**Placed standard cells**

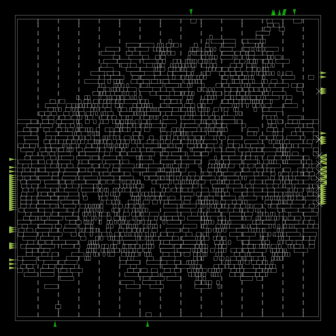
**Signal wires on met3**

Bar = 50 um.
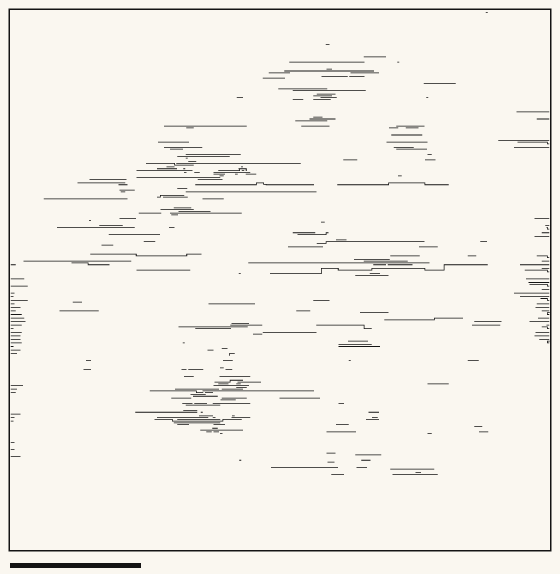
**Wires at chosen ports, followed through buffers**

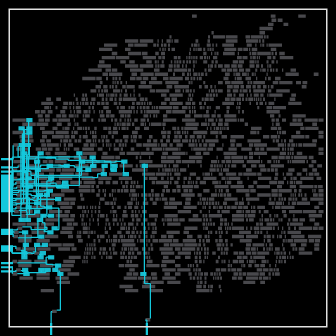
**Local utilization**

21 x 21 tiles, from black (low) to pale yellow (high), 0 to 100% covered.
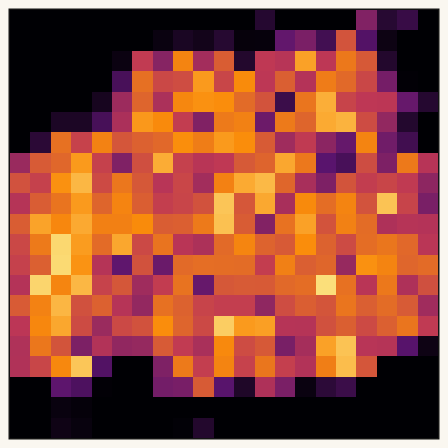
`config.mk`:
```
export PLATFORM = sky130hd
export DESIGN_NAME = mx_block_requant
export DESIGN_NICKNAME = d
export VERILOG_FILES = /design/src/rtl/mx_block_requant.sv
export SDC_FILE = /design/constraint.sdc
export NUM_CORES = 1
export LEC_CHECK = 0
export CORE_MARGIN = 1
export CORE_UTILIZATION = 40
export DETAILED_ROUTE_END_ITERATION = 8
export GPL_ROUTABILITY_DRIVEN = 0
export PLACE_DENSITY = 0.64
export SKIP_LAST_GASP = 1
export SLEW_MARGIN = 30
export SYNTH_ARGS = -nofsm -noshare
export SYNTH_HDL_FRONTEND = slang
export SYNTH_HIERARCHICAL = 1
export SYNTH_SLANG_ARGS = --single-unit
```
`constraint.sdc`:
```
create_clock -name i_clk -period 9.2 [get_ports i_clk]
set_clock_uncertainty 0.05 [all_clocks]
set_input_delay 1.38 -clock i_clk [delete_from_list [all_inputs] [get_ports i_clk]]
set_output_delay 1.38 -clock i_clk [all_outputs]
set_load 0.02 [all_outputs]
```
`src/rtl/mx_block_requant.sv`:
```
// MX block requantiser: gathers K (mantissa, exponent) elements, aligns them to the
// block's max exponent and renormalises the mantissas to MAN_WIDTH+1 signed bits.

module mx_block_requant_lane #(
    parameter int IN_WIDTH    = 32,
    parameter int SCALE_WIDTH = 8,
    parameter int OUT_W       = 9,
    parameter int WW          = 6
) (
    input  logic [IN_WIDTH-1:0]    m,
    input  logic [SCALE_WIDTH-1:0] e,
    input  logic [SCALE_WIDTH-1:0] emax,
    input  logic [IN_WIDTH-1:0]    a,
    input  logic [WW-1:0]          r,
    output logic [IN_WIDTH-1:0]    a_nxt,
    output logic [WW-1:0]          w,
    output logic [OUT_W-1:0]       q
);
    logic [SCALE_WIDTH-1:0] sh;
    logic [IN_WIDTH-1:0]    mag;
    logic [IN_WIDTH-1:0]    a_rs;

    assign sh = emax - e;

    // Shifts past the word leave only sign fill.
    always_comb begin
        if (32'(sh) >= 32'(IN_WIDTH))
            a_nxt = {IN_WIDTH{m[IN_WIDTH-1]}};
        else
            a_nxt = $signed(m) >>> sh;
    end

    // Minimum signed width: highest bit that differs from the sign, plus the sign.
    assign mag = a[IN_WIDTH-1] ? ~a : a;
    always_comb begin
        w = WW'(1);
        for (int i = 0; i < IN_WIDTH; i++)
            if (mag[i]) w = WW'(i + 2);
    end

    assign a_rs = $signed(a) >>> r;
    assign q    = a_rs[OUT_W-1:0];
endmodule

module mx_block_requant #(
    parameter int K           = 2,
    parameter int IN_WIDTH    = 32,
    parameter int MAN_WIDTH   = 8,
    parameter int SCALE_WIDTH = 8
) (
    input  logic                           i_clk,
    input  logic                           i_rst_n,
    input  logic                           i_data_valid,
    output logic                           o_data_ready,
    input  logic [IN_WIDTH-1:0]            i_data,
    input  logic [SCALE_WIDTH-1:0]         i_scale,
    output logic                           o_blk_valid,
    input  logic                           i_blk_ready,
    output logic [K-1:0][MAN_WIDTH:0]      o_blk_data,
    output logic [SCALE_WIDTH-1:0]         o_blk_scale,
    output logic                           o_blk_ovf
);
    localparam int OUT_W = MAN_WIDTH + 1;
    localparam int CNT_W = $clog2(K);
    localparam int WW    = $clog2(IN_WIDTH + 1);

    typedef enum logic [1:0] {COLLECT, ALIGN, NORM, EMIT} state_t;

    state_t                        state;
    logic [CNT_W-1:0]              cnt;
    logic [SCALE_WIDTH-1:0]        emax;
    logic [K-1:0][IN_WIDTH-1:0]    m_q;
    logic [K-1:0][IN_WIDTH-1:0]    a_q;
    logic [K-1:0][IN_WIDTH-1:0]    a_nxt;
    logic [K-1:0][SCALE_WIDTH-1:0] e_q;
    logic [K-1:0][WW-1:0]          w;
    logic [K-1:0][OUT_W-1:0]       q;
    logic [WW-1:0]                 r;
    logic [SCALE_WIDTH:0]          e_out;
    logic                          accept;

    assign accept = i_data_valid & o_data_ready;

    genvar g;
    generate
        for (g = 0; g < K; g++) begin : g_lane
            mx_block_requant_lane #(
                .IN_WIDTH   (IN_WIDTH),
                .SCALE_WIDTH(SCALE_WIDTH),
                .OUT_W      (OUT_W),
                .WW         (WW)
            ) u_lane (
                .m    (m_q[g]),
                .e    (e_q[g]),
                .emax (emax),
                .a    (a_q[g]),
                .r    (r),
                .a_nxt(a_nxt[g]),
                .w    (w[g]),
                .q    (q[g])
            );
        end
    endgenerate

    // Block-wide renormalisation shift: enough to fit the widest aligned element.
    always_comb begin
        r = '0;
        for (int i = 0; i < K; i++)
            if (int'(w[i]) - OUT_W > int'(r)) r = WW'(int'(w[i]) - OUT_W);
    end

    assign e_out = {1'b0, emax} + (SCALE_WIDTH+1)'(r);

    always_ff @(posedge i_clk or negedge i_rst_n) begin
        if (!i_rst_n) begin
            state        <= COLLECT;
            cnt          <= '0;
            emax         <= '0;
            m_q          <= '0;
            e_q          <= '0;
            a_q          <= '0;
            o_data_ready <= 1'b1;
            o_blk_valid  <= 1'b0;
            o_blk_data   <= '0;
            o_blk_scale  <= '0;
            o_blk_ovf    <= 1'b0;
        end else begin
            case (state)
                COLLECT: begin
                    if (accept) begin
                        m_q[cnt] <= i_data;
                        e_q[cnt] <= i_scale;
                        if (i_scale > emax) emax <= i_scale;
                        cnt <= cnt + CNT_W'(1);
                        if (cnt == CNT_W'(K - 1)) begin
                            cnt          <= '0;
                            o_data_ready <= 1'b0;
                            state        <= ALIGN;
                        end
                    end
                end
                ALIGN: begin
                    a_q   <= a_nxt;
                    state <= NORM;
                end
                NORM: begin
                    o_blk_data <= q;
                    if (e_out[SCALE_WIDTH]) begin
                        o_blk_scale <= '1;
                        o_blk_ovf   <= 1'b1;
                    end else begin
                        o_blk_scale <= e_out[SCALE_WIDTH-1:0];
                        o_blk_ovf   <= 1'b0;
                    end
                    o_blk_valid <= 1'b1;
                    state       <= EMIT;
                end
                EMIT: begin
                    if (i_blk_ready) begin
                        o_blk_valid  <= 1'b0;
                        o_data_ready <= 1'b1;
                        emax         <= '0;
                        state        <= COLLECT;
                    end
                end
                default: state <= COLLECT;
            endcase
        end
    end
endmodule

```
==> flow_summary.yaml <==
# synthesis and place-and-route metrics
status:
  outcome: "complete, but fails checks"
  violations: "design-rule violations"
worst_setup_path:
  ff2ff_path_depth: 27
  startpoint: "a_q[63]"
  worstPathArrival_ns: 7.60
  start_kind: "register"
  r2r-end: "o_blk_data[14]"
  critical_path_class: "register to register"
  critPathTopFamily: "AND-OR/OR-AND gates"
  worst-path-max-fanout: 30
  crit_buf_inv: 5
  ff2ff_setup_slack_ns: 1.90
  r2r-start: "a_q[63]"
  critPathMaxStageDelay_ns: 0.64
  required_ns: 9.50
  cp-end-kind: "register"
power_and_ir_drop:
  irDropWorstVdd_mv: 0.128
grt:
  grt_max_degree: 111
  antenna_found_initial: 1
  grt_pass1_vias: 13269
  track_usage: 0.214
die:
  rows: 74
  chipArea_um2: 42700
  io_pins: 73
final_timing:
  finalSetupTns_ns: 0
  period_needed_ns: 7.30
  max_freq_mhz: 137
  rsz0062_at_grt: "false"
  hold_viol: 0
  slew_violations: 0
  worst_slew_pin_slew_ns: 0.963
  slew_headroom: 0.358
  setup_viol: 0
cts:
  path_clk_slew_ns: 0.07
  hold_buffers: 0
  worstSkewPairLatency_ns: 0.47
  clk_path_buf_depth: 2
  cts.repair.resized: 0
  clkSinkCount: 184
placed_design:
  dp_hpwl_mm: 33.8
  place_area_um2: 17800
  portBuffers: 72
hold_path:
  hold_path_depth: 1
  hold_end: "e_q[12]"
  hp-class: "register to register"
flow_run:
  warning_count: 32
  drv_cap: 0
detailed_routing:
  drt-total-wl_mm: 45.1
  first_pass_iters: 8
  drt-initial-drc-count: 1317
  drc: 10
  antenna_left: 0
synth:
  synthCells: 1855
  ys_warn_count: 6
  top_cells_by_area: "dfrtp_1, mux2_2, mux2i_1, mux4_2, nand2_1"
  top_cell_area_share: 0.273
  yosys_register_bits: 184
  edf_count: 0
  synthesis.nets: 1944
  avgSynthCellArea_um2: 9.03
  seq_area_frac_synth: 0.275
final_layout:
  antenna-diode-count: 0
  final_cell_area_um2: 18400
  drive_above_1_share: 0.166
## Picture notes: 'placed standard cells'
n_taps: 532
non-filler instance count after layout: 2,374
fin util: 0.449
Core Area: 41,000 um2
Flops: 184

## Picture notes: 'signal wires on met3'
nets with wire on the layer	221
longest straight run	69.0 um

## Picture notes: 'wires at chosen ports, followed through buffers'
port	color	direction	end cells	buffers	wire
i_data	cyan	input	64	32	1,630 um

## Picture notes: 'local utilization'
emptiest ninth of the die	upper left
mean over tiles	42%
tiles over 75% full	10%
nearly empty tiles	23%
fullest tile	93%
fp_density: 0.408

==> per-layer routing <==
layer,track usage,wire (um)
met5,0,0
met2,0.321,20000
met4,0.0546,703
met3,0.0292,2530
met1,0.321,21900
==> where the power goes <==
part           internal (mW)  switching, mW
Clock                  0.381          0.384
Combinational         0.0203         0.0284
Sequential             0.808              0
==> how the worst max path moves through the flow <==
stage / cells past startpoint / to / slack, ns
final: 27 / o_blk_data[14] / 1.90
after global routing: 26 / o_blk_scale[0] / 1.33
after CTS: 26 / o_blk_data[10] / 1.77
after detailed placement: 26 / o_blk_data[10] / 1.77
after floorplan: 27 / o_blk_data[10] / 2.87
after global placement: 27 / o_blk_data[5] / 1.75
==> kinds of logic (layout without fill, tap and decap cells) <==
family | Yosys count | after routing | synth area share
AND/OR/NAND/NOR | 512 | 512 | 0.139
AND-OR/OR-AND | 486 | 486 | 0.193
multiplexers | 390 | 390 | 0.289
buffers and inverters | 215 | 202 | 0.0555
flip-flops | 184 | 184 | 0.275
adder cells (fa/ha/maj) | 45 | 45 | 0.0350
XOR/XNOR | 23 | 23 | 0.0136
==> sequential cells by signal, summed over array words and instances, names as in the netlist <==
name          cells
o_blk_ovf         1
e_q              16
emax              8
o_data_ready      1
o_blk_scale       8
o_blk_data       18
cnt               1
a_q              64
m_q              64
o_blk_valid       1
state             2
==> per-stage QoR <==
step                utilization  hold WS (ns)  setup slack (ns)
detailed placement        0.433         0.434              1.77
CTS                       0.448         0.453              1.77
finish                    0.449         0.452              1.90
floorplan                     -         0.404              2.87
global route              0.449         0.470              1.33
global placement          0.432         0.423              1.75
==> area by class of cell <==
| type | count | area, um2 |
|---|---|---|
| Clock buffer | 19 | 453 |
| Clock inverter | 13 | 143 |
| Fill cell | 3943 | 22600 |
| Inverter | 75 | 282 |
| Multi-Input combinational cell | 1456 | 11300 |
| Sequential cell | 184 | 4610 |
| Tap cell | 532 | 666 |
| Timing Repair Buffer | 95 | 950 |
==> cell usage in the layout, fill, tap and decap left out, drive strengths merged, types with 9 or more instances in the layout <==
cell type / Yosys / final
mux4: 56 / 56
a31oi: 18 / 18
nor2: 139 / 139
mux2i: 140 / 140
or3: 11 / 11
and3: 10 / 10
o311ai: 10 / 10
o21ai: 119 / 119
and2: 14 / 14
a21oi: 139 / 139
ha: 42 / 42
nor2b: 17 / 17
o221ai: 12 / 12
nand3: 59 / 59
mux2: 194 / 194
buf: 68 / 24
a211oi: 30 / 30
clkdlybuf4s50: 0 / 71
o22ai: 11 / 11
o211ai: 32 / 32
xor2: 10 / 10
nand2: 196 / 196
a22o: 9 / 9
nor3: 29 / 29
clkbuf: 72 / 19
xnor2: 13 / 13
dfrtp: 183 / 183
inv: 73 / 84
==> cell usage after synthesis (9+ instances only) <==
master	count
xor2_1	9
dfrtp_1	183
mux2_1	57
clkbuf_1	72
a211oi_1	27
mux2_2	137
mux2i_1	140
nand2_1	195
nor2_1	137
buf_2	41
nor3_1	29
o21ai_1	11
nand3_1	59
a21oi_1	135
buf_1	15
o21ai_0	104
inv_1	71
o211ai_1	31
a31oi_1	18
a22o_1	9
and3_1	10
o22ai_1	11
and2_1	11
ha_1	42
nor2b_1	16
xnor2_1	12
mux4_2	56
o221ai_1	12
No activity file was given, so power comes from the tool's default toggle rates.
